<file path="src/rtl/key_debounce_edge.sv">
// -----------------------------------------------------------------------------
// key_debounce_edge
//
// Debounces NKEYS independent, asynchronous, bouncing player keys. Each key is
// synchronised through two flops, then filtered by a small per-key FSM that
// accepts a level change only after DEB_CYCLES consecutive stable samples.
// Accepted changes produce one-cycle press/release pulses. A sticky per-key
// pending flag records presses until the consumer acknowledges them.
//
// Ports
//   C            : clock, all state updates on its rising edge
//   clr_n        : synchronous active-low reset
//   key_raw      : raw key inputs (1 = pressed), asynchronous to C
//   ack          : per-key clear of key_pending
//   key_level    : registered debounced key level
//   key_press    : registered one-cycle pulse on each accepted 0->1 change
//   key_release  : registered one-cycle pulse on each accepted 1->0 change
//   key_pending  : sticky press flag, set after key_press, cleared after ack
//   any_press    : OR of key_press
// -----------------------------------------------------------------------------
module key_debounce_edge #(
    parameter int NKEYS      = 4,
    parameter int DEB_CYCLES = 250000,
    parameter int CNT_W      = 18
) (
    input  logic             C,
    input  logic             clr_n,
    input  logic [NKEYS-1:0] key_raw,
    input  logic [NKEYS-1:0] ack,
    output logic [NKEYS-1:0] key_level,
    output logic [NKEYS-1:0] key_press,
    output logic [NKEYS-1:0] key_release,
    output logic [NKEYS-1:0] key_pending,
    output logic             any_press
);

    // Counter value on which the last stable sample is seen; reaching it ends
    // the wait, so the counter never has to wrap.
    localparam logic [CNT_W-1:0] CNT_LAST = CNT_W'(DEB_CYCLES - 1);
    localparam logic [CNT_W-1:0] CNT_ONE  = CNT_W'(1);

    typedef enum logic [1:0] {
        UP_STABLE,
        DOWN_WAIT,
        DOWN_STABLE,
        UP_WAIT
    } state_t;

    logic [NKEYS-1:0] sync1;
    logic [NKEYS-1:0] sync2;

    // Two-flop synchroniser: key_raw is asynchronous and only sync2 is used
    // downstream.
    always_ff @(posedge C) begin
        // NOTE: sequential state uses non-blocking assignments so every flop
        // samples pre-edge values regardless of statement order.
        if (!clr_n) begin
            sync1 <= '0;
            sync2 <= '0;
        end else begin
            sync1 <= key_raw;
            sync2 <= sync1;
        end
    end

    for (genvar i = 0; i < NKEYS; i++) begin : g_key
        state_t           state;
        logic [CNT_W-1:0] cnt;
        logic             level_q;
        logic             press_q;
        logic             release_q;

        always_ff @(posedge C) begin
            if (!clr_n) begin
                state     <= UP_STABLE;
                cnt       <= '0;
                level_q   <= 1'b0;
                press_q   <= 1'b0;
                release_q <= 1'b0;
            end else begin
                // Pulses default low so each accepted edge lasts one cycle.
                press_q   <= 1'b0;
                release_q <= 1'b0;
                unique case (state)
                    UP_STABLE: begin
                        if (sync2[i]) begin
                            state <= DOWN_WAIT;
                            cnt   <= CNT_ONE;
                        end else begin
                            cnt   <= '0;
                        end
                    end
                    DOWN_WAIT: begin
                        if (!sync2[i]) begin
                            // Glitch: abandon the candidate press silently.
                            state <= UP_STABLE;
                            cnt   <= '0;
                        end else if (cnt == CNT_LAST) begin
                            state   <= DOWN_STABLE;
                            cnt     <= '0;
                            level_q <= 1'b1;
                            press_q <= 1'b1;
                        end else begin
                            cnt <= cnt + CNT_ONE;
                        end
                    end
                    DOWN_STABLE: begin
                        if (!sync2[i]) begin
                            state <= UP_WAIT;
                            cnt   <= CNT_ONE;
                        end else begin
                            cnt   <= '0;
                        end
                    end
                    UP_WAIT: begin
                        if (sync2[i]) begin
                            state <= DOWN_STABLE;
                            cnt   <= '0;
                        end else if (cnt == CNT_LAST) begin
                            state     <= UP_STABLE;
                            cnt       <= '0;
                            level_q   <= 1'b0;
                            release_q <= 1'b1;
                        end else begin
                            cnt <= cnt + CNT_ONE;
                        end
                    end
                    default: begin
                        state <= UP_STABLE;
                        cnt   <= '0;
                    end
                endcase
            end
        end

        assign key_level[i]   = level_q;
        assign key_press[i]   = press_q;
        assign key_release[i] = release_q;
    end

    // Set has priority over ack so a press arriving with an ack is not lost;
    // ack on a clear bit leaves it clear.
    always_ff @(posedge C) begin
        if (!clr_n) begin
            key_pending <= '0;
        end else begin
            key_pending <= (key_pending & ~ack) | key_press;
        end
    end

    assign any_press = |key_press;

endmodule

</file>
<file path="config.mk">
export PLATFORM = sky130hd
export DESIGN_NAME = key_debounce_edge
export DESIGN_NICKNAME = d
export VERILOG_FILES = /design/src/rtl/key_debounce_edge.sv
export SDC_FILE = /design/constraint.sdc
export NUM_CORES = 1
export LEC_CHECK = 0
export CORE_UTILIZATION = 45
export DETAILED_ROUTE_END_ITERATION = 8
export PLACE_DENSITY = 0.66
export SETUP_SLACK_MARGIN = 0.05
export SLEW_MARGIN = 0
export SYNTH_ARGS = -nofsm -noshare
export SYNTH_HDL_FRONTEND = slang
export SYNTH_SLANG_ARGS = --single-unit
export TNS_END_PERCENT = 10
</file>
<file path="constraint.sdc">
create_clock -name C -period 2.1 [get_ports C]
set_clock_uncertainty 0.2 [all_clocks]
set_input_delay 0.42 -clock C [delete_from_list [all_inputs] [get_ports C]]
set_output_delay 0.42 -clock C [all_outputs]
set_load 0.01 [all_outputs]
</file>
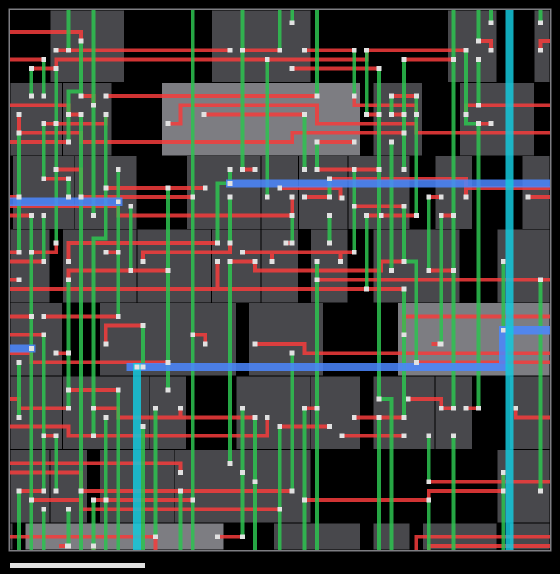
(images/detail.png)
Scale bar: 5 um. Window x 16 to 36, y 67 to 87 um. Cells in grey, sequential cells in the stronger grey; small squares are vias.
- metal 4: cyan
- metal 2: green
- metal 3: blue
- metal 1: red
- sequential cells in the window: 2
- most frequent: nand3_1 (6), buf_4 (6), nand2_1 (4)
- netlist names of flops here include: `g_key.cnt` (2)
- cells with their middle in the window: 38

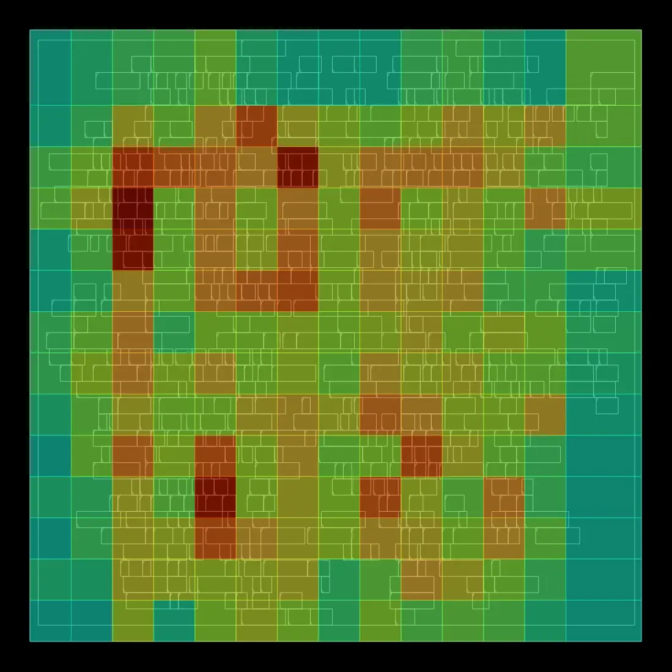
(images/congestion.png)
drt wl/cell: 12.7 um
met2 usage: 29.5%

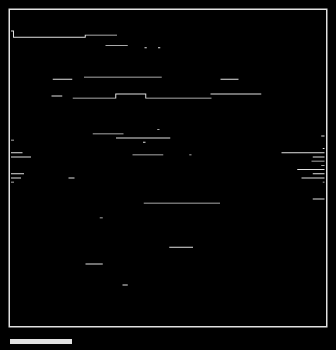
(images/layer_met3.png)
Scale bar: 20 um.
- main direction: horizontal
- longest straight run: 24.8 um
- wire length on this layer: 288 um

[Yosys cell counts, drive strengths merged (6+ instances only)]
cell      n  area share (%)
inv      25             2.1
dfxtp   104              46
nand4    14             1.9
or3       9             1.2
buf      16             2.5
nor4     11             1.5
o21a      7             1.2
and2      9             1.2
and3     21             2.9
nor3     15             1.7
or4      14             2.3
xnor2    33             6.4
clkbuf    8            0.66
nand3    33             3.6
nand2    22             1.8
xor2     15             2.9
nor2     70             5.8
o31ai     9             1.5
a21oi    23             2.5
o211ai    6            0.99
nor2b     9             1.2
o21ai    16             1.8
[path summary, 6_finish.rpt]
check | startpoint | endpoint | depth (start not counted)
worst min register to register | sync1[3] | sync2[3] | 1
worst min-delay path | sync1[3] | sync2[3] | 1
worst max register to register | g_key[0].cnt[1] | g_key[0].level_q | 5
worst max-delay path | g_key[0].cnt[1] | g_key[0].level_q | 5
[what timing repair did]
item | 4_1_cts | 5_1_grt
hold endpoints to repair | 0 | 0
setup endpoints to repair | 3 | 40
pin swaps | 0 | 1
gates resized | 5 | 19
[stage by stage]
stage | power (mW) | TNS (ns) | worst slack (ns)
CTS | 3.43 | 0 | 0.0452
floorplan | 2.08 | 0 | 0.0735
finish | 3.39 | 0 | 0.0911
detailed placement | 2.12 | -0.00486 | -0.00469
global placement | 2.12 | 0 | 0.0378
global route | 3.52 | 0 | 0.0101
[metal layers]
metal	part of all wire (%)	wire, um
met1	48	4320
met2	47	4170
met3	3.2	288
met4	1.6	146
met5	0	0
[flip-flops by register name, indices dropped and copies added (netlist names), named ones only]
name             count
g_key.level_q        4
key_pending          4
g_key.cnt           72
g_key.release_q      4
g_key.press_q        4
sync1                4
g_key.state          4
sync2                4
==> impl_metrics.yaml <==
# synthesis and place-and-route metrics
global_routing:
  antenna_found_initial: 0
  grt_max_degree: 19
  busiest_layer: "met2"
  grt_overflow: 0
pwr:
  power.group.top: "sequential cells"
  clk-power_mw: 1.32
  power_sequential_mw: 2.00
  netSwitchingFraction_pct: 22.5
critical_path:
  ff2ff_setup_slack_ns: 0.09
  cp_slowest_stage_delay_ns: 0.48
  cp.required_ns: 2.20
  cp_top_family: "simple AND/OR/NAND/NOR gates"
  cp-end-kind: "register"
  critPathBufInv: 0
  worstPathMaxFanout: 4
  cp.arrival_ns: 2.11
route:
  drcViolationCount: 0
  ant_nets: 0
  vias_per_cell: 5.30
floorplan:
  coreArea_um2: 9770
  die_w_um: 102
  rows: 36
  taps: 133
finish:
  final_layout_top_logic_cell: "dfxtp_1"
  buffers: 55
  logic_gates: 368
  ff_latch_area_um2: 2100
  drive_gt1_share_pct: 12.3
  buf_share_pct: 9.28
  n_sequential_cell: 104
  lay_top_cells: "97 x dfxtp_1, 69 x nor2_1, 33 x nand3_1, 33 x xnor2_1, 28 x buf_4"
  comb_area_um2: 2270
  fin_cells: 701
  layout.nets: 577
  fillers: 917
  antenna_cells: 0
placed_design:
  dp_cells: 685
  place_area_um2: 5060
yosys:
  postSynthSeqShare_pct: 46.0
  syn_area_um2: 4530
  synth.avg_cell_area_um2: 8.69
  ys_async_sr_fraction_pct: 0
  fp_nets: 535
  synth_cell_types: 44
clock_network:
  root_buffer: "clkbuf_8"
  clock_path_buffers: 2
  clock.latency.late_pin_ns: 0.37
  cts.sinks: 104
  path_clk_slew_ns: 0.10
  postCtsSetupRepairBufs: 0
  tritoncts: "built"
status:
  status: "completed"
job:
  warning_count: 28
timing:
  hold_viol_final: 0
  fmax_mhz: 498
  worstMarginPinSlew_ns: 0.498
Power and IR drop assume default switching activity.
